## src/rtl/mem_access_stage.sv

```systemverilog
// mem_access_stage: pipeline MEM stage.
//   Drives the data-memory request/grant/rvalid bus for loads and stores.
//   Aligns and extends load data and registers the MEM/WB boundary.
//   Stalls upstream while a transaction is outstanding (one in flight max).
// Ports:
//   clk, rst                  clock, synchronous active-high reset
//   valid_i..mem2rf_i         EX/MEM inputs (held stable while stall_o)
//   stall_o                   combinational hold request to upstream
//   dmem_*_o / dmem_*_i       data-memory bus (request side is combinational)
//   valid_o..alu_result_o     registered MEM/WB outputs
//   misalign_o, bus_err_o     registered one-cycle fault pulses
module mem_access_stage #(
  parameter int unsigned TIMEOUT   = 0,
  parameter int unsigned TIMEOUT_W = 8
) (
  input  logic        clk,
  input  logic        rst,
  input  logic        valid_i,
  input  logic        mem_re_i,
  input  logic        mem_we_i,
  input  logic [1:0]  mem_size_i,
  input  logic        mem_unsigned_i,
  input  logic [31:0] alu_result_i,
  input  logic [31:0] mem_wdata_i,
  input  logic        rf_we_i,
  input  logic [31:0] rf_waddr_i,
  input  logic        mem2rf_i,
  output logic        stall_o,
  output logic        dmem_req_o,
  output logic        dmem_we_o,
  output logic [3:0]  dmem_be_o,
  output logic [31:0] dmem_addr_o,
  output logic [31:0] dmem_wdata_o,
  input  logic        dmem_gnt_i,
  input  logic        dmem_rvalid_i,
  input  logic [31:0] dmem_rdata_i,
  output logic        valid_o,
  output logic        rf_we_o,
  output logic [31:0] rf_waddr_o,
  output logic        mem2rf_o,
  output logic [31:0] mem_rdata_o,
  output logic [31:0] alu_result_o,
  output logic        misalign_o,
  output logic        bus_err_o
);

  localparam logic [1:0] IDLE   = 2'd0;
  localparam logic [1:0] REQ    = 2'd1;
  localparam logic [1:0] RVALID = 2'd2;

  localparam logic                 TO_EN   = (TIMEOUT != 0);
  localparam logic [TIMEOUT_W-1:0] TO_LAST = TIMEOUT_W'(TIMEOUT - 1);

  logic [1:0]           state_q, state_d;
  logic [TIMEOUT_W-1:0] cnt_q;

  logic        mem_op, misaligned, mem_ok;
  logic        completing, abort, timeout_hit;
  logic [1:0]  byte_off;
  logic [31:0] rdata_shift, rdata_ext;

  // Request decode and alignment check
  assign byte_off   = alu_result_i[1:0];
  assign mem_op     = valid_i & (mem_re_i | mem_we_i);
  always_comb begin
    misaligned = 1'b0;
    if (mem_op) begin
      case (mem_size_i)
        2'd0:    misaligned = 1'b0;
        2'd1:    misaligned = byte_off[0];
        default: misaligned = (byte_off != 2'b00);
      endcase
    end
  end
  assign mem_ok      = mem_op & ~misaligned;
  assign timeout_hit = TO_EN & (cnt_q == TO_LAST);

  // Next-state and bus-handshake decode
  always_comb begin
    state_d    = state_q;
    dmem_req_o = 1'b0;
    completing = 1'b0;
    abort      = 1'b0;
    case (state_q)
      IDLE: begin
        if (mem_ok) begin
          dmem_req_o = 1'b1;
          if (dmem_gnt_i) begin
            if (mem_we_i) completing = 1'b1;
            else          state_d    = RVALID;
          end else begin
            state_d = REQ;
          end
        end
      end
      REQ: begin
        dmem_req_o = 1'b1;
        if (dmem_gnt_i) begin
          if (mem_we_i) begin
            completing = 1'b1;
            state_d    = IDLE;
          end else begin
            state_d = RVALID;
          end
        end else if (timeout_hit) begin
          abort   = 1'b1;
          state_d = IDLE;
        end
      end
      RVALID: begin
        if (dmem_rvalid_i) begin
          completing = 1'b1;
          state_d    = IDLE;
        end else if (timeout_hit) begin
          abort   = 1'b1;
          state_d = IDLE;
        end
      end
      default: state_d = IDLE;
    endcase
  end

  assign stall_o = mem_ok & ~completing & ~abort;

  // Bus payload: word-aligned address, lane enables, lane-replicated data
  assign dmem_we_o   = dmem_req_o & mem_we_i;
  assign dmem_addr_o = {alu_result_i[31:2], 2'b00};
  always_comb begin
    dmem_be_o    = 4'b1111;
    dmem_wdata_o = mem_wdata_i;
    case (mem_size_i)
      2'd0: begin
        dmem_be_o    = 4'b0001 << byte_off;
        dmem_wdata_o = {4{mem_wdata_i[7:0]}};
      end
      2'd1: begin
        dmem_be_o    = 4'b0011 << byte_off;
        dmem_wdata_o = {2{mem_wdata_i[15:0]}};
      end
      default: begin
        dmem_be_o    = 4'b1111;
        dmem_wdata_o = mem_wdata_i;
      end
    endcase
  end

  // Load alignment and sign/zero extension
  assign rdata_shift = dmem_rdata_i >> {byte_off, 3'b000};
  always_comb begin
    rdata_ext = rdata_shift;
    case (mem_size_i)
      2'd0: rdata_ext = mem_unsigned_i ? {24'd0, rdata_shift[7:0]}
                                       : {{24{rdata_shift[7]}}, rdata_shift[7:0]};
      2'd1: rdata_ext = mem_unsigned_i ? {16'd0, rdata_shift[15:0]}
                                       : {{16{rdata_shift[15]}}, rdata_shift[15:0]};
      default: rdata_ext = rdata_shift;
    endcase
  end

  // State register and timeout counter (cleared whenever the state changes)
  always_ff @(posedge clk) begin
    if (rst) begin
      state_q <= IDLE;
      cnt_q   <= '0;
    end else begin
      state_q <= state_d;
      if (state_d != state_q)
        cnt_q <= '0;
      else if (state_q == REQ || state_q == RVALID)
        cnt_q <= cnt_q + TIMEOUT_W'(1);
    end
  end

  // MEM/WB register; a stall inserts a bubble
  always_ff @(posedge clk) begin
    if (rst) begin
      valid_o      <= 1'b0;
      rf_we_o      <= 1'b0;
      rf_waddr_o   <= '0;
      mem2rf_o     <= 1'b0;
      mem_rdata_o  <= '0;
      alu_result_o <= '0;
      misalign_o   <= 1'b0;
      bus_err_o    <= 1'b0;
    end else if (stall_o) begin
      valid_o    <= 1'b0;
      rf_we_o    <= 1'b0;
      misalign_o <= 1'b0;
      bus_err_o  <= 1'b0;
    end else begin
      valid_o      <= valid_i;
      rf_we_o      <= rf_we_i & ~misaligned & ~abort;
      rf_waddr_o   <= rf_waddr_i;
      mem2rf_o     <= mem2rf_i;
      alu_result_o <= alu_result_i;
      mem_rdata_o  <= (valid_i & mem_re_i & ~misaligned & ~abort) ? rdata_ext : 32'd0;
      misalign_o   <= misaligned;
      bus_err_o    <= abort;
    end
  end

endmodule
```

## config.mk

```make
export PLATFORM = sky130hd
export DESIGN_NAME = mem_access_stage
export DESIGN_NICKNAME = d
export VERILOG_FILES = /design/src/rtl/mem_access_stage.sv
export SDC_FILE = /design/constraint.sdc
export NUM_CORES = 1
export LEC_CHECK = 0
export CORE_MARGIN = 10
export CORE_UTILIZATION = 34
export CTS_BUF_LIST = sky130_fd_sc_hd__clkbuf_16
export DETAILED_ROUTE_END_ITERATION = 8
export PLACE_DENSITY = 0.79
export SLEW_MARGIN = 10
export SYNTH_ARGS = -nofsm -noshare
export SYNTH_HDL_FRONTEND = slang
export SYNTH_SLANG_ARGS = --single-unit
```

## constraint.sdc

```tcl
create_clock -name clk -period 2.34 [get_ports clk]
set_clock_uncertainty 0.15 [all_clocks]
set_input_delay 0.585 -clock clk [delete_from_list [all_inputs] [get_ports clk]]
set_output_delay 0.585 -clock clk [all_outputs]
set_load 0.03 [all_outputs]
```

Figure 1. Wiring by layer (run 1).
The bar under the picture is 50 µm long. Two of the layers only.
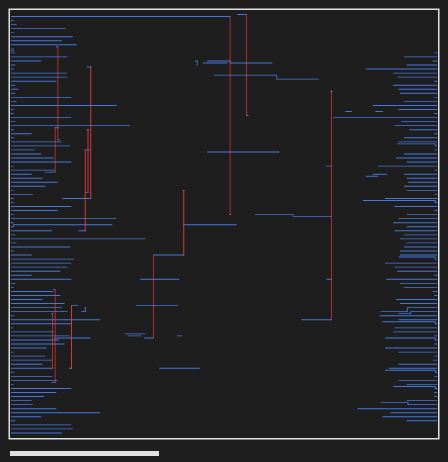
color	layer	wire length
red	M4	437 µm
blue	M3	2610 µm

Figure 2. Logic cells by family (run 1).
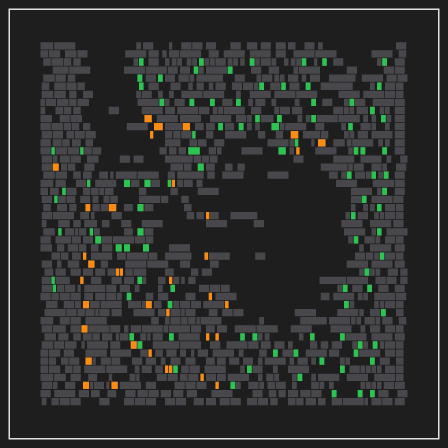
color	family	cells	most used
green	nand cells	97	nand3_1
orange	nor cells	36	nor2_1

Figure 3. Sequential cells colored by netlist name (run 1).
The bar under the picture is 50 µm long. Other sequential cells in the stronger gray, the rest of the logic in the fainter gray.
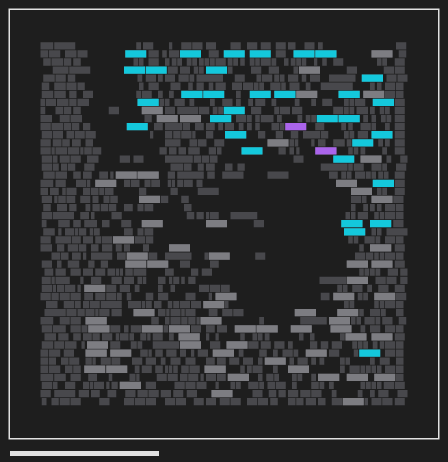
color	signal	sequential cells
cyan	`rf_waddr_o`	32
purple	`state_q`	2
not colored	68
Sequential Area: 2040 µm²
register fraction of the total cell area: 22.8%
share of the core filled with cells: 59.2%
Seq power: 1.86 mW

Figure 4. Routing congestion (run 1).
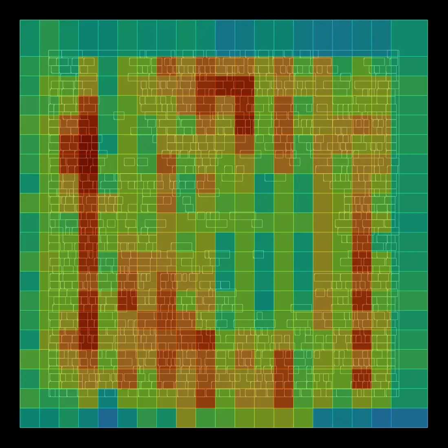
Global Route met2 Usage: 34.1%
routed len/inst: 19.4 µm
met1 routing resource usage after global routing: 20.5%
global-route usage over all layers: 19.6%
GRT met3 Usage: 8.94%

==> impl_metrics.yaml, run 1 <==
# physical design summary
outcome:
  status: "finished with violations"
  violations: "negative setup slack"
grt:
  grt_max_degree: 49
  antenna_found_initial: 0
  gr_overflow_total: 0
  grt_pass1_vias: 5809
  grt_first_pass_wirelength_mm: 31.9
floorplan:
  die_span_x_um: 144
  initial_core_util_pct: 34.5
  fp-row-count: 45
  top_level_ports: 312
  die_height_um: 144
synthesis:
  netlist_instances: 628
  synthesis.area_um2: 5230
  number_of_standard_cells_reported_by_yosys: 628
  async_sr_flop_fraction_pct: 0
  ys_ff: 102
  yosys.cell_types.count: 40
  synth.top_cells.by_count: "dfxtp_1 (102), o21ai_0 (84), nand3_1 (73)"
  edf_count: 0
  yosys.area.top_type_share_pct: 39.1
  yosysMostFrequentCell: "dfxtp_1"
  dominantRegCellSynth: "dfxtp_1"
  postSynthSeqShare_pct: 39.1
  syn_area_per_cell_um2: 8.32
  post-synth-top-area-cell: "dfxtp_1"
  synthesis.yosys.warnings: 0
route:
  drt_drc_violations_left: 0
  detail-route-antenna-nets: 0
  routed-via-count: 5775
  drt_first_iter_violations: 375
  detail_route.first_pass.iterations: 5
  wirelength_mm: 21.7
  post_drt_via_cell_ratio: 5.17
min_path:
  hp-class: "flop to flop"
final_timing:
  period_used_pct: 103
  fin_setup_tns_ps: -203
  tightestPinTransition_ps: 529
  relSlewSlack_pct: 64.7
  fmax_ghz: 0.415
  timing_max_transition_violations_final: 0
  hold_viol: 0
  finalWorstPathRequiredPeriod_ps: 2410
  post-route-worst-setup-slack_ps: -71.8
  setup_viol_count_final: 6
job:
  max-cap-violations: 0
  warnings: 29
pwr:
  pd_cells_nw_per_um2: 552
  total_power_mw: 4.95
  worst_ir_drop_vdd_mv: 0.354
  static-leakage-power_nw: 3.51
setup_path:
  worst-setup-path-type: "input pin to output port"
  timing.critical_path.slowest_cell_delay_ps: 250
  cp.buffers_inverters: 3
  end_kind: "output port"
  worst_setup_path_start_kind: "input pin"
  critical_path.slowest_cell: "or2_4"
  crit_family: "simple AND/OR/NAND/NOR gates"
placed_design:
  port_buffers: 308
  placement.cell_area_um2: 8550
  last_weighted_congestion_value_of_the_routability_driven_placer: 0.823
  place_ws_ps: -705
  place_hpwl_mm: 17.0
finish:
  design.final.nets: 1064
  drive_above_1_share_pct: 22.9
  final_std_cell_area_no_fill_um2: 8970
  syn2layout_area_growth_pct: 71.7
clock_tree:
  cts_tree: "built"
  cts_made_buffers: 9
  cts.path.max_buffers: 2
  clock_insertion_delay_worst_skew_ps: 350
  clk_transition_reported_paths_ps: 70
## run 1: layer usage
metal | global-route usage [%] | up-vias | routed length (µm)
met5 | 0 | - | 0
met1 | 20.5 | 2687 | 7980
met3 | 8.94 | 30 | 2610
li1 | - | 2799 | -
met4 | 6.61 | 0 | 436
met2 | 34.1 | 259 | 10700
## run 1: flip-flops by register name (all words and copies together) (netlist names)
register,cells
alu_result_o,32
mem2rf_o,1
mem_rdata_o,32
misalign_o,1
rf_waddr_o,32
rf_we_o,1
state_q,2
valid_o,1
## run 1: worst register-to-register path, cell delays in order, from the launching register on
cell and delay [ps]:
dfxtp_1 370, nand3b_1 230, buf_4 160, buf_4 140
a221oi_4 330, o21ai_2 170, o32ai_1 290
## run 1: placed cells by master, fill, tap and decap left out, types with 9 or more instances in the layout
cell	instances
clkdlybuf4s50_1	225
buf_4	115
dfxtp_1	102
o21ai_0	75
nand3_1	73
a21oi_1	66
mux2i_1	39
inv_1	20
nor2_1	20
mux2_2	16
o32ai_1	16
buf_6	13
nand2_1	12
buf_12	12
o21ai_2	10
clkbuf_16	9
## run 1: kinds of logic after synthesis
family / Yosys count / synth area share (%)
AOI/OAI and AO/OA: 205 / 23.4
and+or+nand+nor: 140 / 13.5
buffers and inverters: 123 / 12.7
DFF: 102 / 39.1
muxes: 56 / 11.1
xor gates and xnor gates: 1 / 0.168
other: 1 / 0.0718
## run 1: final timing paths
kind	end	cells after the start	start	slack (ps)
hold / removal	alu_result_o[2]	2	alu_result_o[2]	310
hold reg to reg	alu_result_o[2]	2	alu_result_o[2]	310
setup reg to reg	mem_rdata_o[12]	6	state_q[1]	410
setup / recovery	dmem_we_o	7	mem_size_i[0]	-70
## run 1: area by class of cell
| class | count | area, µm² | share of cell area (%) |
|---|---|---|---|
| repair buffers | 385 | 3680 | 41.1 |
| multi-input cells | 405 | 2620 | 29.2 |
| flip-flops and latches | 102 | 2040 | 22.8 |
| well taps | 188 | 235 | 2.62 |
| clock buffers | 9 | 225 | 2.51 |
| inverters | 21 | 81.3 | 0.907 |
| clock inverters | 7 | 80.1 | 0.893 |
| diodes | 1 | 2.50 | 0.0279 |
## run 1: per-stage QoR
stage	hold slack, ps	instances
global placement	294	1095
global route	332	1117
detailed placement	302	1095
CTS	313	1116
finish	312	1118
floorplan	351	630
## run 1: report_power, final
part	leakage (nW)	internal, mW	switching, mW
Sequential	0.839	1.82	0.0420
Combinational	2.52	0.713	0.820
Clock	0.143	0.841	0.713
## run 1: timing repair
action | in CTS | in global routing
setup endpoints to repair | 111 | 22
hold buffers | 0 | 0
resized | 46 | 24
buffers inserted | 6 | 1
pin swaps | 8 | 9
==> inputs of run 2 (changes only) <==
Settings changed: ABC_AREA set to 1.
Figure 5. Logic cells by family (run 2).
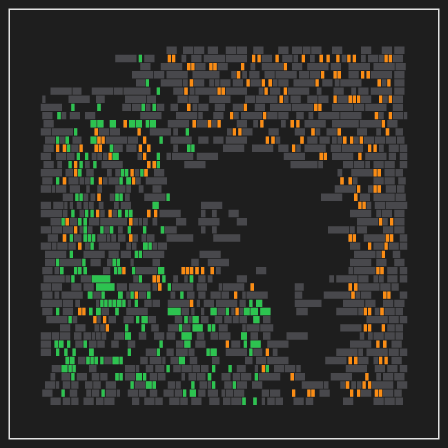
color	family	cells	most used
green	nand cells	183	nand2_1
orange	nor cells	184	nor2_1
final instance count without filler cells: 1227
commonest non-fill, non-tap cell in the layout: clkdlybuf4s50_1
proportion of cell area occupied by multi-input gates: 28.6%

Figure 6. Sequential cells colored by netlist name (run 2).
The bar under the picture is 50 µm long. Other sequential cells in the stronger gray, the rest of the logic in the fainter gray.
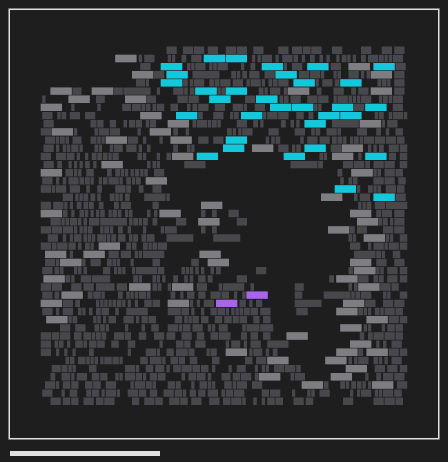
color	signal	sequential cells
purple	`state_q`	2
cyan	`rf_waddr_o`	32

==> impl_metrics.yaml, run 2 <==
# physical design summary
finish:
  syn2layout_area_growth_pct: 66.8
  most-common-layout-cells: "clkdlybuf4s50_1 (229), nor2_1 (184), nand2_1 (140), buf_4 (108), dfxtp_1 (102)"
  design.final.nets: 1178
  total_inserted_antenna_cells: 0
  drive_above_1_share_pct: 18.9
final_timing:
  period_used_pct: 98.2
  hold_viol: 0
  relSlewSlack_pct: 60.1
  setup_viol_count_final: 0
  timing.hold.ws_ps: 313
  fin_setup_tns_ps: 0
  finalWorstPathRequiredPeriod_ps: 2300
setup_path:
  worst_setup_path_start_kind: "input pin"
  timing.rr.end: "rf_waddr_o[31]"
  end_kind: "output port"
  worst-setup-path-type: "input pin to output port"
  worstSetupStartpoint: "mem_wdata_i[7]"
  reg2reg_depth: 8
  timing.reg2reg.setup_slack_ps: 540
  r2r_start: "state_q[1]"
grt:
  track_usage_pct: 19.2
  gr_overflow_total: 0
  grt_pass1_vias: 5721
  grt_first_pass_wirelength_mm: 31.3
  antenna_found_initial: 0
route:
  routed_wire_length_per_instance_um: 16.6
  wirelength_mm: 20.4
  detail_route.first_pass.iterations: 5
  routed-via-count: 5750
  drt_drc_violations_left: 0
  detail-route-antenna-nets: 0
  post_drt_via_cell_ratio: 4.69
synthesis:
  yosysMostFrequentCell: "nor2_1"
  synthesis.area_um2: 5110
  yosys.area.top_type_share_pct: 39.9
  ys_ff: 102
  dominantRegCellSynth: "dfxtp_1"
  netlist_instances: 754
  post-synth-top-area-cell: "dfxtp_1"
  synth.top_cells.by_count: "nor2_1 (184), nand2_1 (153), dfxtp_1 (102)"
  postSynthSeqShare_pct: 39.9
  syn_area_per_cell_um2: 6.78
  edf_count: 0
  async_sr_flop_fraction_pct: 0
job:
  warnings: 27
  max-cap-violations: 0
min_path:
  hold_path_startpoint: "mem_rdata_o[3]"
  min_delay_worst_endpoint: "mem_rdata_o[3]"
  hold_path_depth: 2
clock_tree:
  cts.path.max_buffers: 2
  clock_insertion_delay_worst_skew_ps: 350
  cts_tree: "built"
  cts_made_buffers: 9
  cts_hold_buffers: 0
floorplan:
  die_span_x_um: 143
  fp-row-count: 44
  die_height_um: 143
  initial_core_util_pct: 34.9
  top_level_ports: 312
placed_design:
  last_weighted_congestion_value_of_the_routability_driven_placer: 0.904
  port_buffers: 308
  place_hpwl_mm: 16.3
pwr:
  pd_cells_nw_per_um2: 589
  worst_ir_drop_vdd_mv: 0.423
outcome:
  status: "finished clean"
run 2: cell count changes after synthesis, sizes merged, moves of 11 or more:
cell,before,now
a21oi,68,48
clkbuf,41,23
inv,21,32
mux2,16,0
mux2i,40,0
nand2,14,165
nand3,73,15
nor2,21,184
o21ai,85,101
o32ai,16,0
run 2: repair_timing:
action | 4_1_cts | 5_1_grt
setup endpoints to repair | 31 | 12
gates resized | 21 | 12
buffers inserted | 1 | 2
pin swaps | 5 | 4
run 2: final cells by class:
cell class	count	area, µm²
fill	1361	6120
timing repair buffer	360	3410
multi-input combinational	533	2440
sequential	102	2040
tap	184	230
clock buffer	9	225
inverter	32	123
clock inverter	7	55.1
run 2: logic make-up after synthesis:
kind of cell	after synthesis	share of synthesized area, %
AND/OR/NAND/NOR	368	29.0
AND-OR/OR-AND	162	17.3
buffers and inverters	121	13.7
flip-flops	102	39.9
other	1	0.0734
run 2: how the worst max path moves through the flow:
stage,endpoint,slack [ps],depth (start not counted)
after floorplan,dmem_be_o[1],-120,6
after global placement,dmem_we_o,-260,8
after detailed placement,dmem_wdata_o[28],-300,8
after CTS,dmem_we_o,20,7
after global routing,dmem_we_o,-40,8
final,dmem_wdata_o[31],40,5
run 2: metrics by stage:
stage	instance area, µm²	utilization [%]	power [mW]	setup slack, ps	instances
after detailed placement	8200	56.0	3.62	-299	1208
final	8530	58.2	5.02	41.6	1227
after floorplan	5150	-	2.85	-123	756
after global placement	8200	56.0	3.60	-263	1208
after CTS	8500	58.1	5.07	19.7	1225
after global routing	8530	58.2	5.26	-39.6	1227
run 2: power by group:
part           leakage, nW  internal (mW)  switching [mW]  total [mW]
Combinational         2.67          0.722           0.947        1.67
Sequential           0.841           1.86          0.0561        1.91
Clock                0.138          0.735           0.704        1.44
run 2: critical path, cell delays in order:
cell and delay, ps:
clkdlybuf4s50_1 480, nand2_1 90, o211ai_1 130, buf_4 170
buf_12 110
run 2: routing by layer:
layer	vias to the layer above	GRT usage [%]	wire length (µm)
li1	2934	-	-
met1	2563	20.7	7870
met2	230	33.3	9870
met3	23	8.09	2240
met4	0	5.86	406
met5	-	0	0
Power and IR drop assume default switching activity.
